## src/rtl/fifo_pkg.sv

```systemverilog
`default_nettype none
// ============================================================================
// Module      : fifo_pkg
// Description : Shared FIFO pointer constants and Gray-code helpers
// Revision    : 1.0 - initial release
// ============================================================================
package fifo_pkg;

   localparam int DEFAULT_ASIZE = 4;
   // Widest pointer any FIFO built on this package may use (ASIZE up to 16).
   localparam int PTR_MAX_W     = 17;

   typedef logic [PTR_MAX_W-1:0] ptr_t;

   function automatic ptr_t bin2gray(input ptr_t b);
      return b ^ (b >> 1);
   endfunction

   function automatic ptr_t gray2bin(input ptr_t g);
      ptr_t b;
      b[PTR_MAX_W-1] = g[PTR_MAX_W-1];
      for (int i = PTR_MAX_W - 2; i >= 0; i--) begin
         b[i] = b[i+1] ^ g[i];
      end
      return b;
   endfunction

endpackage : fifo_pkg
`default_nettype wire

```

## src/rtl/sync_r2w.sv

```systemverilog
`default_nettype none
// ============================================================================
// Module      : sync_r2w
// Description : Two-flop synchronizer carrying the read pointer into wclk
// Revision    : 1.0 - initial release
// ============================================================================
module sync_r2w
   import fifo_pkg::*;
#(
   parameter int WIDTH = DEFAULT_ASIZE + 1
) (
   input  logic             wclk,
   input  logic             wrst,
   input  logic [WIDTH-1:0] rptr,
   output logic [WIDTH-1:0] wq2_rptr
);

   logic [WIDTH-1:0] wq1_rptr;

   always_ff @(posedge wclk) begin
      if (wrst) begin
         wq1_rptr <= '0;
         wq2_rptr <= '0;
      end else begin
         wq1_rptr <= rptr;
         wq2_rptr <= wq1_rptr;
      end
   end

endmodule : sync_r2w
`default_nettype wire

```

## src/rtl/wptr_full.sv

```systemverilog
`default_nettype none
// ============================================================================
// Module      : wptr_full
// Description : Async-FIFO write pointer, full/overflow flags; optional
//               occupancy and almost-full logic under WPTR_ALMOST_FULL_EN
// Revision    : 1.0 - initial release
// ============================================================================
module wptr_full
   import fifo_pkg::*;
#(
   parameter int ASIZE     = DEFAULT_ASIZE,
   parameter int AF_THRESH = (1 << ASIZE) - 2
) (
   input  logic             wclk,
   input  logic             wrst,
   input  logic             w_en,
   input  logic [ASIZE:0]   rptr,
   output logic [ASIZE-1:0] waddr,
   output logic [ASIZE:0]   wptr,
   output logic             wfull,
   output logic             walmost_full,
   output logic [ASIZE:0]   wcount,
   output logic             woverflow
);

   localparam int PW = ASIZE + 1;

   if ((ASIZE < 2) || (ASIZE > 16) || (AF_THRESH < 0) || (AF_THRESH > (1 << ASIZE)))
   begin : g_bad_param
      $error("wptr_full: ASIZE or AF_THRESH out of range");
   end

   logic [ASIZE:0] wbin;
   logic [ASIZE:0] wbinnext;
   logic [ASIZE:0] wgraynext;
   logic [ASIZE:0] wq2_rptr;
   logic [ASIZE:0] full_match;

   sync_r2w #(.WIDTH(PW)) u_sync_r2w (
      .wclk     (wclk),
      .wrst     (wrst),
      .rptr     (rptr),
      .wq2_rptr (wq2_rptr)
   );

   assign wbinnext  = wbin + {{ASIZE{1'b0}}, (w_en & ~wfull)};
   assign wgraynext = PW'(bin2gray(PTR_MAX_W'(wbinnext)));
   // Full when the write pointer is exactly one lap ahead of the read pointer.
   assign full_match = {~wq2_rptr[ASIZE:ASIZE-1], wq2_rptr[ASIZE-2:0]};
   assign waddr      = wbin[ASIZE-1:0];

   always_ff @(posedge wclk) begin
      if (wrst) begin
         wbin      <= '0;
         wptr      <= '0;
         wfull     <= 1'b0;
         woverflow <= 1'b0;
      end else begin
         wbin      <= wbinnext;
         wptr      <= wgraynext;
         wfull     <= (wgraynext == full_match);
         woverflow <= woverflow | (w_en & wfull);
      end
   end

`ifdef WPTR_ALMOST_FULL_EN
   localparam logic [ASIZE:0] AF_LIMIT = PW'(AF_THRESH);

   logic [ASIZE:0] rbin;
   logic [ASIZE:0] wcount_next;

   assign rbin        = PW'(gray2bin(PTR_MAX_W'(wq2_rptr)));
   assign wcount_next = wbinnext - rbin;

   always_ff @(posedge wclk) begin
      if (wrst) begin
         wcount       <= '0;
         walmost_full <= 1'b0;
      end else begin
         wcount       <= wcount_next;
         walmost_full <= (wcount_next >= AF_LIMIT);
      end
   end
`else
   assign wcount       = '0;
   assign walmost_full = 1'b0;
`endif

endmodule : wptr_full
`default_nettype wire

```

## config.mk

```make
export PLATFORM = sky130hd
export DESIGN_NAME = wptr_full
export DESIGN_NICKNAME = d
export VERILOG_FILES = /design/src/rtl/fifo_pkg.sv /design/src/rtl/sync_r2w.sv /design/src/rtl/wptr_full.sv
export SDC_FILE = /design/constraint.sdc
export NUM_CORES = 1
export LEC_CHECK = 0
export CORE_MARGIN = 2
export CORE_UTILIZATION = 30
export CTS_BUF_LIST = sky130_fd_sc_hd__clkbuf_8
export DETAILED_ROUTE_END_ITERATION = 8
export PLACE_DENSITY_LB_ADDON = 0.08
export SLEW_MARGIN = 20
export SYNTH_ARGS = -nofsm -noshare
export SYNTH_HDL_FRONTEND = slang
export SYNTH_SLANG_ARGS = --single-unit
```

## constraint.sdc

```tcl
create_clock -name wclk -period 2.3 [get_ports wclk]
set_input_delay 0.23 -clock wclk [delete_from_list [all_inputs] [get_ports wclk]]
set_output_delay 0.23 -clock wclk [all_outputs]
set_load 0.02 [all_outputs]
```

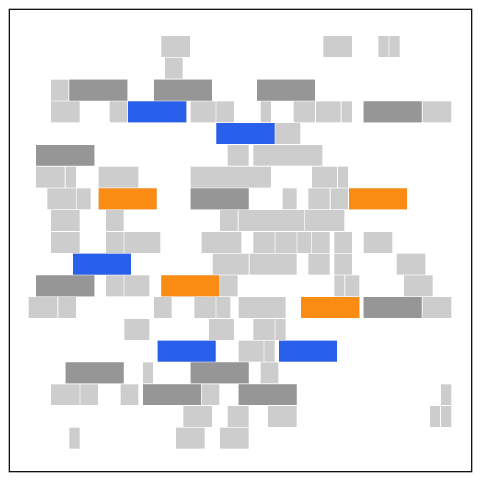
(run_1/registers.png)
Drawn at 8 px/um. Other sequential cells in the stronger gray, the rest of the logic in the fainter gray.
legend:
  orange:
    signal: wbin
    sequential_cells: 4
  blue:
    signal: u_sync_r2w.wq2_rptr
    sequential_cells: 5
not colored: 12
sequential power: 0.000388 W
fraction of area in registers: 36.7%
fin util: 41.9%
sequential cell area: 420 um^2

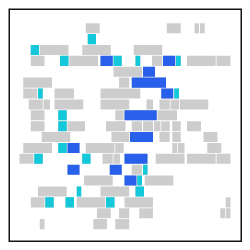
(run_1/gate_families.png)
Drawn at 4 px/um.
legend:
  blue:
    family: XOR/XNOR gates
    cells: 12
    most_used: xor2_1
  cyan:
    family: NOR gates
    cells: 20
    most_used: nor2b_1
Comb/total area: 35.6%
non-filler cells, final: 135
most frequent logic cell in the layout: dfxtp_1

==> flow_summary.yaml, run 1 <==
# synthesis and place-and-route metrics
power:
  leakage_nw: 0.460
  pwr-share-clk_pct: 32.3
  combPwrFrac_pct: 15.3
  seqPwrFrac_pct: 52.4
  power.switching_w: 0.000181
  ir_drop_v: 0.000435
  switching_share_pct: 24.4
  powerDensity_mw_per_mm2: 646
  clk-power_w: 0.000239
synth:
  top_area_share_pct: 48.8
  edf_count: 0
  ys_ff: 21
  syn_area_um2: 862
  synthArstFlopShare_pct: 0
  synth-warning-count: 0
  yosysChipArea_um2: 862
  synth_cell_types: 24
  topCellsByArea: "dfxtp_1 49%, nor2b_1 9.4%, buf_4 5.2%"
  synthCells: 78
  avgSynthCellArea_um2: 11.1
timing:
  hold_viol_final: 0
  fmax_mhz: 468
  hold_slack_ps: 444
  finalWorstSetupSlack_ps: 162
  timing.final.crit_share_pct: 93.0
  setup_viol: 0
placed_design:
  port-buffer-count: 18
  pre_cts_slack_ps: -105
  hpwl_um: 943
critical_path:
  crit_slowest_cell: "clkdlybuf4s50_1"
  crit_buf_inv: 1
  cpMostUsedCell: "ha_1"
  max_stage_delay_ps: 470
  cp.arrival_ps: 2310
  required_ps: 2470
flow_run:
  warning_count: 26
  max_cap_violations: 0
drt:
  highest_layer: "met4"
  wl_met3_um: 110
  viasPerCell: 4.22
  drt-pass1-iter-count: 4
  ant_nets: 0
final_layout:
  nets: 115
  postLayoutCellArea_mm2: 0.00115
  top_regs: "u_sync_r2w.wq1_rptr x5, u_sync_r2w.wq2_rptr x5, wptr x5"
clock_network:
  cts_tree: "built"
  hold_buffers: 0
  root_buffer: "clkbuf_8"
  cts_made_buffers: 3
  clk_path_buf_depth: 2
  clock_latency_ps: 260
grt:
  overflow: 0
  grt_pass1_wl_um: 2210
  grt_pass1_vias: 490
  grt_max_degree: 21
die:
  die_y_um: 57.6
  core_mm2: 0.00273
  chipArea_mm2: 0.00332
  fp_util_pct: 31.5
  rows: 19
  fp.dieW_um: 57.6
worst_hold_path:
  worstHoldStart: "u_sync_r2w.wq1_rptr[4]"
  hold_depth: 1
  hold_class: "register to register"
  min_to: "u_sync_r2w.wq2_rptr[4]"
run_status:
  outcome: "complete, no violations"
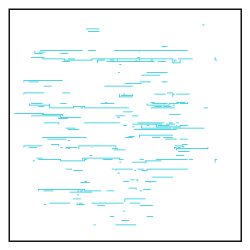
(run_1/met1.png)
Drawn at 4 px/um.
longest straight run: 20.2 um
share of all routed wire: 45%
nets with wire on the layer: 92
Via Count: 570
wirelength, routed: 1320 um
met1 Use GR: 11.8%

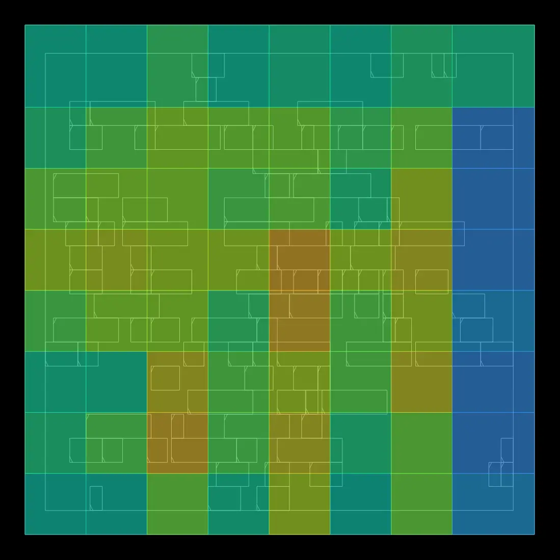
(run_1/final_congestion.png)
wire length per cell: 9.78 um
met3 Usage GRT: 4.99%
M2 GR Usage: 12.3%
GR peak layer: met2
GRT Util Overall: 9.10%

## run 1: cell type report
type                            count  area (um^2)  area share (%)
Sequential cell                    21          420            36.7
Multi-Input combinational cell     54          408            35.6
Timing Repair Buffer               25          233            20.3
Clock buffer                        3         41.3            3.60
Tap cell                           31         38.8            3.38
Clock inverter                      1         5.00           0.437
## run 1: kinds of logic (layout without fill, tap and decap cells)
family                     after synthesis  count (layout)  synth area share, %
buffers and inverters                    8              29                 6.10
and+or+nand+nor                         28              28                 17.7
adders and majority gates                2               2                 2.90
other                                    1               6                0.435
AOI/OAI and AO/OA                        6               6                 6.82
DFF                                     21              21                 48.8
xor gates and xnor gates                12              12                 17.3
==> run 2: changes to the inputs <==
--- a/config.mk
+++ b/config.mk
@@ -10,6 +10,7 @@
 export CTS_BUF_LIST = sky130_fd_sc_hd__clkbuf_8
 export DETAILED_ROUTE_END_ITERATION = 8
 export PLACE_DENSITY_LB_ADDON = 0.08
+export SETUP_SLACK_MARGIN = 0.15
 export SLEW_MARGIN = 20
 export SYNTH_ARGS = -nofsm -noshare
 export SYNTH_HDL_FRONTEND = slang
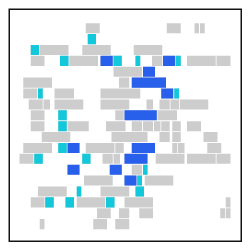
(run_2/gate_families.png)
Drawn at 4 px/um.
Comb/total area: 36.4%

==> run 2 against run 1 <==
Effect of this change:
- clock skew barely moved
- global-route usage did not move
- clock-buffer cell count did not move
- sequential power barely moved
- clock power barely moved
- setup slack improved by 91 ps
- register-to-register slack improved by 110 ps
- area after synthesis did not move
- combinational power barely moved
- fmax rose by 4.4%
- largest power group unchanged
- wire length rose by 1.1%
==> flow_summary.yaml, run 2 <==
# synthesis and place-and-route metrics
die:
  rows: 19
  die_y_um: 57.6
  core_mm2: 0.00273
drt:
  wl_met3_um: 110
  ant_nets: 0
  viasPerCell: 4.25
  num_vias: 574
critical_path:
  cp.arrival_ps: 2220
  crit_buf_inv: 1
  max_stage_delay_ps: 470
  crit_slowest_cell: "clkdlybuf4s50_1"
synth:
  top_area_share_pct: 48.8
  synthCells: 78
  syn_area_um2: 862
  ys_ff: 21
  avgSynthCellArea_um2: 11.1
  synthArstFlopShare_pct: 0
  yosysChipArea_um2: 862
grt:
  grt.total_usage_pct: 9.10
  grtUsageMet2_pct: 12.3
  grtUsageMet1_pct: 11.8
  grt_pass1_vias: 490
clock_network:
  cts_tree: "built"
  clk_path_buf_depth: 2
  cts_made_buffers: 3
timing:
  finalWorstSetupSlack_ps: 253
  fmax_mhz: 488
  hold_slack_ps: 444
  hold_viol_final: 0
  setup_viol: 0
  timing.final.crit_share_pct: 89.0
placed_design:
  pre_cts_slack_ps: -105
  hpwl_um: 943
worst_hold_path:
  worstHoldStart: "u_sync_r2w.wq1_rptr[4]"
power:
  pg_seq_w: 0.000389
run_status:
  outcome: "complete, no violations"
final_layout:
  lay_top_count: "dfxtp_1"
[run 2: cell counts in the layout (fill, tap and decap cells not counted)]
No cell type changed its count.
[run 2: logic make-up (layout without fill, tap and decap cells)]
logic type,count (synthesis),count (layout),share of synthesized area [%]
buffers and inverters,8,29,6.10
adder cells (fa/ha/maj),2,2,2.90
AND/OR/NAND/NOR,28,28,17.7
other,1,6,0.435
flip-flops,21,21,48.8
AND-OR/OR-AND,6,6,6.82
XOR/XNOR,12,12,17.3
[run 2: area by class of cell]
type                    count  area, um^2  area share, %
flip-flops and latches     21         420           36.2
repair buffers             25         233           20.0
clock buffers               3        41.3           3.56
multi-input cells          54         423           36.4
clock inverters             1        5.00          0.431
well taps                  31        38.8           3.34
==> run 3: changes to the inputs <==
--- a/config.mk
+++ b/config.mk
@@ -7,7 +7,6 @@
 export LEC_CHECK = 0
 export CORE_MARGIN = 2
 export CORE_UTILIZATION = 30
-export CTS_BUF_LIST = sky130_fd_sc_hd__clkbuf_8
 export DETAILED_ROUTE_END_ITERATION = 8
 export PLACE_DENSITY_LB_ADDON = 0.08
 export SETUP_SLACK_MARGIN = 0.15
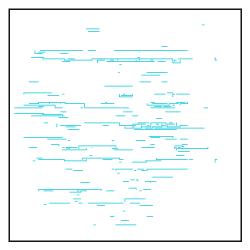
(run_3/met1.png)
Drawn at 4 px/um.
wirelength, routed: 1310 um
Via Count: 571
met1 Use GR: 11.7%

==> run 3 against run 2 <==
Effect of this change:
- sequential power hardly changed
- wire length shrank 2.0%
- sequential cell count is the same
- combinational power hardly changed
- core utilization down 0.78 points
- via count fell by 0.52%
- die area stayed put
- fmax rose by 0.78%
- setup slack gained 16 ps
- sequential share of layout area rose by 0.68 points
- largest power group unchanged
- highest routed layer unchanged
==> flow_summary.yaml, run 3 <==
# synthesis and place-and-route metrics
final_layout:
  finalNonFillerCells: 135
  buffer_area_share_pct: 20.4
  buffers: 25
  postLayoutCellArea_mm2: 0.00114
  nets: 115
  post-route-util_pct: 41.7
  biggestCellCategory: "registers"
  logic_area_um2: 420
power:
  leakage_nw: 0.450
  power.switching_w: 0.000176
  powerDensity_mw_per_mm2: 598
synth:
  ys_sh_mux_pct: 0
  ys_ff: 21
  avgSynthCellArea_um2: 11.1
  simple_gate_share_pct: 17.7
  synth-warning-count: 0
  ys_sh_aoi_pct: 6.82
  synthCells: 78
  edf_count: 0
  yosysChipArea_um2: 862
flow_run:
  max_cap_violations: 0
die:
  nWellTaps: 31
  fp_util_pct: 31.5
  fp.dieW_um: 57.6
drt:
  ant_nets: 0
  wl_per_cell_um: 9.68
run_status:
  outcome: "complete, no violations"
timing:
  timing.final.crit_share_pct: 88.3
  setup_viol: 0
  hold_slack_ps: 454
placed_design:
  pre_cts_slack_ps: -105
worst_hold_path:
  min_to: "u_sync_r2w.wq2_rptr[4]"
  worstHoldStart: "u_sync_r2w.wq1_rptr[4]"
grt:
  grt_pass1_vias: 498
  overflow: 0
clock_network:
  cts_tree: "built"
## run 3: cell counts after synthesis
Identical to the previous run, type by type.
## run 3: worst max-delay path, cell delays in order
cell	delay, ps
clkdlybuf4s50_1	470
nor2b_1	150
ha_1	230
ha_4	180
xnor2_2	130
xnor3_1	310
or2_1	250
a2111oi_4	300
## run 3: worst max path at each step
stage | from | endpoint | slack (ps)
final | w_en | wfull | 270
after CTS | w_en | wfull | 200
after detailed placement | w_en | wfull | -110
after floorplan | wfull | wfull | 170
after global routing | w_en | wfull | 170
after global placement | w_en | wfull | -70
## run 3: per-layer routing
metal,vias to the layer above,wire length [um],GRT usage (%)
met4,0,14,2.99
met1,258,599,11.7
met5,-,0,0
li1,292,-,-
met2,19,586,12.7
met3,2,106,4.99
No activity file was given, so power comes from the tool's default toggle rates.
